**config.mk**
```make
export PLATFORM = sky130hd
export DESIGN_NAME = hero_write_packer
export DESIGN_NICKNAME = d
export VERILOG_FILES = /design/src/rtl/hero_write_packer.sv
export SDC_FILE = /design/constraint.sdc
export NUM_CORES = 1
export LEC_CHECK = 0
export CORE_MARGIN = 2
export CORE_UTILIZATION = 42
export DETAILED_ROUTE_END_ITERATION = 16
export PLACE_DENSITY_LB_ADDON = 0.15
export SYNTH_ARGS = -nofsm -noshare
export SYNTH_HDL_FRONTEND = slang
export SYNTH_SLANG_ARGS = --single-unit
```
**constraint.sdc**
```tcl
create_clock -name clk -period 2.28 [get_ports clk]
set_input_delay 0.456 -clock clk [delete_from_list [all_inputs] [get_ports clk]]
set_output_delay 0.456 -clock clk [all_outputs]
set_load 0.01 [all_outputs]
```
**src/rtl/hero_write_packer.sv**
```systemverilog
//==============================================================================
// Module      : hero_write_packer
// Description : Packs a stream of single hero writes, each tagged with a
//               cycle type (IDLE / VALID / DONE / reserved), into one bundle
//               of up to NUM_ENTRIES writes. Valid/ready handshake on both
//               the input beat side and the output bundle side.
//
//               Optional feature macro: HERO_PACKER_TIMEOUT_EN
//                 defined   -> a partial bundle is flushed after TIMEOUT_CYC
//                              FILL cycles without an accepted VALID beat.
//                 undefined -> no idle counter; a partial bundle waits
//                              indefinitely for DONE or for the last slot.
//
// Ports       : clk              clock, rising edge
//               rst              asynchronous reset, active high
//               in_valid_i       input beat valid
//               in_ready_o       input beat accepted when valid & ready
//               in_cycle_type_i  0=IDLE 1=VALID 2=DONE 3=reserved
//               in_data_i        hero write (meaningful on VALID beats)
//               out_valid_o      bundle available
//               out_ready_i      bundle consumed when valid & ready
//               out_data_o       entry i at [i*WR_W +: WR_W], unused = 0
//               out_count_o      number of valid entries in the bundle
//               out_done_o       1 = closed by DONE, 0 = full / timeout
//               err_reserved_o   one-cycle pulse per accepted reserved beat
//
// Revision    : 1.0  initial release
//==============================================================================
`default_nettype none

module hero_write_packer #(
    parameter int WR_W        = 16,
    parameter int NUM_ENTRIES = 4,
    parameter int TIMEOUT_CYC = 8,
    localparam int CNT_W      = $clog2(NUM_ENTRIES + 1)
) (
    input  logic                          clk,
    input  logic                          rst,
    input  logic                          in_valid_i,
    output logic                          in_ready_o,
    input  logic [1:0]                    in_cycle_type_i,
    input  logic [WR_W-1:0]               in_data_i,
    output logic                          out_valid_o,
    input  logic                          out_ready_i,
    output logic [NUM_ENTRIES*WR_W-1:0]   out_data_o,
    output logic [CNT_W-1:0]              out_count_o,
    output logic                          out_done_o,
    output logic                          err_reserved_o
);

    localparam logic [1:0] CT_IDLE  = 2'd0;
    localparam logic [1:0] CT_VALID = 2'd1;
    localparam logic [1:0] CT_DONE  = 2'd2;

    localparam logic [CNT_W-1:0] LAST_SLOT = CNT_W'(NUM_ENTRIES - 1);

    typedef enum logic [0:0] {
        S_FILL = 1'b0,
        S_HOLD = 1'b1
    } state_t;

    // Elaboration-time sanity check on the configuration.
    if (NUM_ENTRIES < 2 || TIMEOUT_CYC < 1) begin : g_param_check
        $error("hero_write_packer: NUM_ENTRIES must be >= 2 and TIMEOUT_CYC >= 1");
    end

    state_t                        state_q, state_d;
    logic [CNT_W-1:0]              cnt_q, cnt_d;
    logic [NUM_ENTRIES*WR_W-1:0]   data_q, data_d;
    logic                          valid_q, valid_d;
    logic                          done_q, done_d;
    logic                          err_q, err_d;

    logic                          accept;
    logic                          accept_valid;

`ifdef HERO_PACKER_TIMEOUT_EN
    localparam int IDLE_W = $clog2(TIMEOUT_CYC + 1);
    localparam logic [IDLE_W-1:0] IDLE_LAST = IDLE_W'(TIMEOUT_CYC - 1);

    logic [IDLE_W-1:0]             idle_q, idle_d;
`endif

    // Ready depends on state only, so it never combinationally follows
    // in_valid_i or out_ready_i.
    assign in_ready_o   = (state_q == S_FILL);
    assign accept       = in_valid_i && in_ready_o;
    assign accept_valid = accept && (in_cycle_type_i == CT_VALID);

    always_comb begin
        state_d = state_q;
        cnt_d   = cnt_q;
        data_d  = data_q;
        valid_d = valid_q;
        done_d  = done_q;
        err_d   = 1'b0;
`ifdef HERO_PACKER_TIMEOUT_EN
        idle_d  = idle_q;
`endif

        case (state_q)
            S_FILL: begin
                if (accept) begin
                    case (in_cycle_type_i)
                        CT_VALID: begin
                            for (int i = 0; i < NUM_ENTRIES; i++) begin
                                if (cnt_q == CNT_W'(i)) begin
                                    data_d[i*WR_W +: WR_W] = in_data_i;
                                end
                            end
                            cnt_d = cnt_q + 1'b1;
                            if (cnt_q == LAST_SLOT) begin
                                state_d = S_HOLD;
                                valid_d = 1'b1;
                                done_d  = 1'b0;
                            end
                        end
                        CT_DONE: begin
                            // DONE on an empty bundle carries no data: drop it.
                            if (cnt_q != '0) begin
                                state_d = S_HOLD;
                                valid_d = 1'b1;
                                done_d  = 1'b1;
                            end
                        end
                        CT_IDLE: begin
                        end
                        default: begin
                            // Reserved encoding behaves as IDLE but is flagged.
                            err_d = 1'b1;
                        end
                    endcase
                end

`ifdef HERO_PACKER_TIMEOUT_EN
                if (accept_valid) begin
                    idle_d = '0;
                end else if (cnt_q != '0 && state_d == S_FILL) begin
                    idle_d = idle_q + 1'b1;
                    if (idle_q == IDLE_LAST) begin
                        state_d = S_HOLD;
                        valid_d = 1'b1;
                        done_d  = 1'b0;
                    end
                end
`endif
            end

            S_HOLD: begin
                if (out_ready_i) begin
                    state_d = S_FILL;
                    cnt_d   = '0;
                    data_d  = '0;
                    valid_d = 1'b0;
                    done_d  = 1'b0;
`ifdef HERO_PACKER_TIMEOUT_EN
                    idle_d  = '0;
`endif
                end
            end

            default: begin
                state_d = S_FILL;
            end
        endcase
    end

    always_ff @(posedge clk or posedge rst) begin
        if (rst) begin
            state_q <= S_FILL;
            cnt_q   <= '0;
            data_q  <= '0;
            valid_q <= 1'b0;
            done_q  <= 1'b0;
            err_q   <= 1'b0;
`ifdef HERO_PACKER_TIMEOUT_EN
            idle_q  <= '0;
`endif
        end else begin
            state_q <= state_d;
            cnt_q   <= cnt_d;
            data_q  <= data_d;
            valid_q <= valid_d;
            done_q  <= done_d;
            err_q   <= err_d;
`ifdef HERO_PACKER_TIMEOUT_EN
            idle_q  <= idle_d;
`endif
        end
    end

    // Storage is zeroed on every handshake, so unused entries read as zero.
    assign out_valid_o    = valid_q;
    assign out_data_o     = data_q;
    assign out_count_o    = cnt_q;
    assign out_done_o     = done_q;
    assign err_reserved_o = err_q;

endmodule

`default_nettype wire

```
==> out/metrics.cfg <==
[clock_network]
cts_max_level=3
cts_tree=yes
insertion_delay_ns=0.34
root_buffer=clkbuf_8
cts_buffer_depth=2
numCtsBuffers=9

[die]
fp.dieW_um=89.5
die_h_um=89.5
io_pins=93
die-area_um2=8000
fp-row-count=31

[critical_path]
crit_cells=2
cpLargestDelayFamily=buffers and inverters
path_cells=inv_2 > clkdlybuf4s50_1
slowest_stage=clkdlybuf4s50_1
slowest_delay_ns=0.55

[yosys]
synth_area_um2=3070
mux_share_pct=25.1
synth_flops=71
yosys.area_share.xor_xnor_pct=0
synthTopCellsByArea=dfrtp_1 58%, mux2_2 19%, mux2_4 4.9%, ha_1 3.7%, nor2b_1 3.3%
netlist.area_leader.share_pct=57.9
aoi_share_pct=3.67
synth-edff-count=0

[run]
max-cap-violations=0

[sta]
whs_ns=0.492
grt_setup_unrepaired=false
finalClockPeriodUsage_pct=85.5

[global_route]
grt_pass1_wl_um=10600
grt_pass1_vias=2073
grt_max_degree=72

[run_status]
outcome=complete, no violations

[power_and_ir_drop]
p_comb_mw=2.61
p_per_area_nw_per_um2=1300
switching_share_pct=30.7
largestPowerGroup=combinational logic

[cells_and_area]
lay_top_count=clkdlybuf4s50_1
antennaDiodeCount=0
drive_above_1_share_pct=29.1
logic_area_um2=1200

[detailed_routing]
routedWlPerCell_um=15.6
vias_per_cell=4.73
drc=0

[min_path]
hp-class=primary input to async pin

[placed_design]
numPortBuffers=92

==> Yosys cell counts (2+ instances only) <==
master and number:
a21oi_1 3, buf_6 2, dfrtp_1 71, ha_1 9, inv_1 7, mux2_1 2
mux2_2 52, mux2_4 10, nand2_1 11, nand3_2 2, nor2_1 2, nor2b_1 16
o21ai_0 6, o21ai_2 3
==> final cells by class <==
type,count,area share [%]
clock buffers,12,3.11
clock inverters,4,0.518
inverters,8,0.690
multi-input cells,127,27.6
flip-flops and latches,71,40.8
well taps,99,2.85
repair buffers,104,24.4
==> per-layer routing <==
layer | vias up | global-route usage, %
met2 | 67 | 26.4
met5 | - | 0
li1 | 947 | -
met1 | 990 | 24.1
met3 | 7 | 6.93
met4 | 0 | 7.06
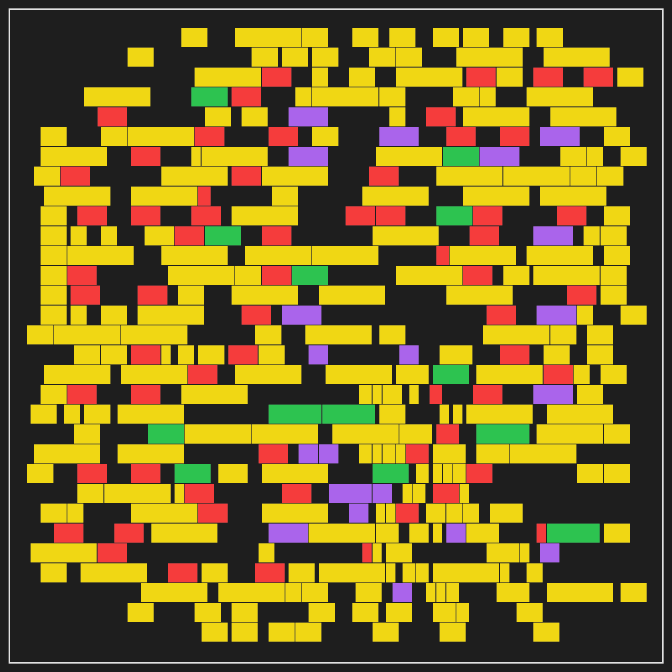
**Above:** drive-strength map.
_6 and larger -> green  # cells 13, most used clkbuf_8
_3 and _4 cells -> purple  # cells 20, most used mux2_4
_2 cells -> red  # cells 62, most used mux2_2
_0 and _1 cells -> yellow  # cells 231, most used clkdlybuf4s50_1
design area: 4350 um^2
Area Growth Syn to Fin: 41.9%

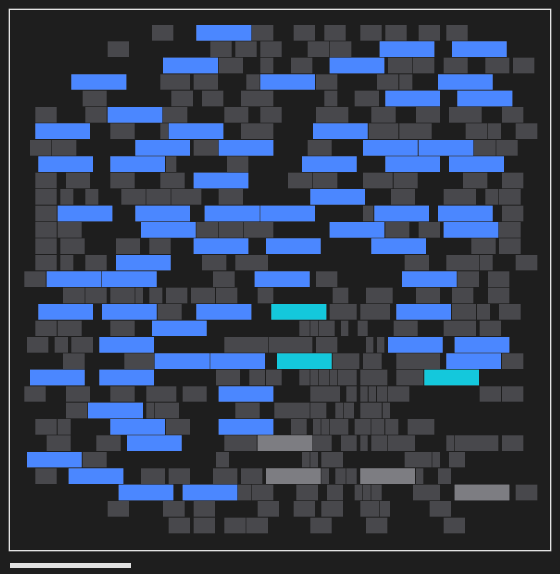
**Above:** sequential cells colored by netlist name.
Scale bar: 20 um.
`out_data_o` -> blue  # placed flops 64, where all over the die
`out_count_o` -> cyan  # placed flops 3
not colored = 4
sequential cell area share: 40.8%
seq pwr: 2.21 mW
FF/Latch Area: 1780 um^2
fin util: 60.6%

Power is estimated from default activity; no workload was simulated.
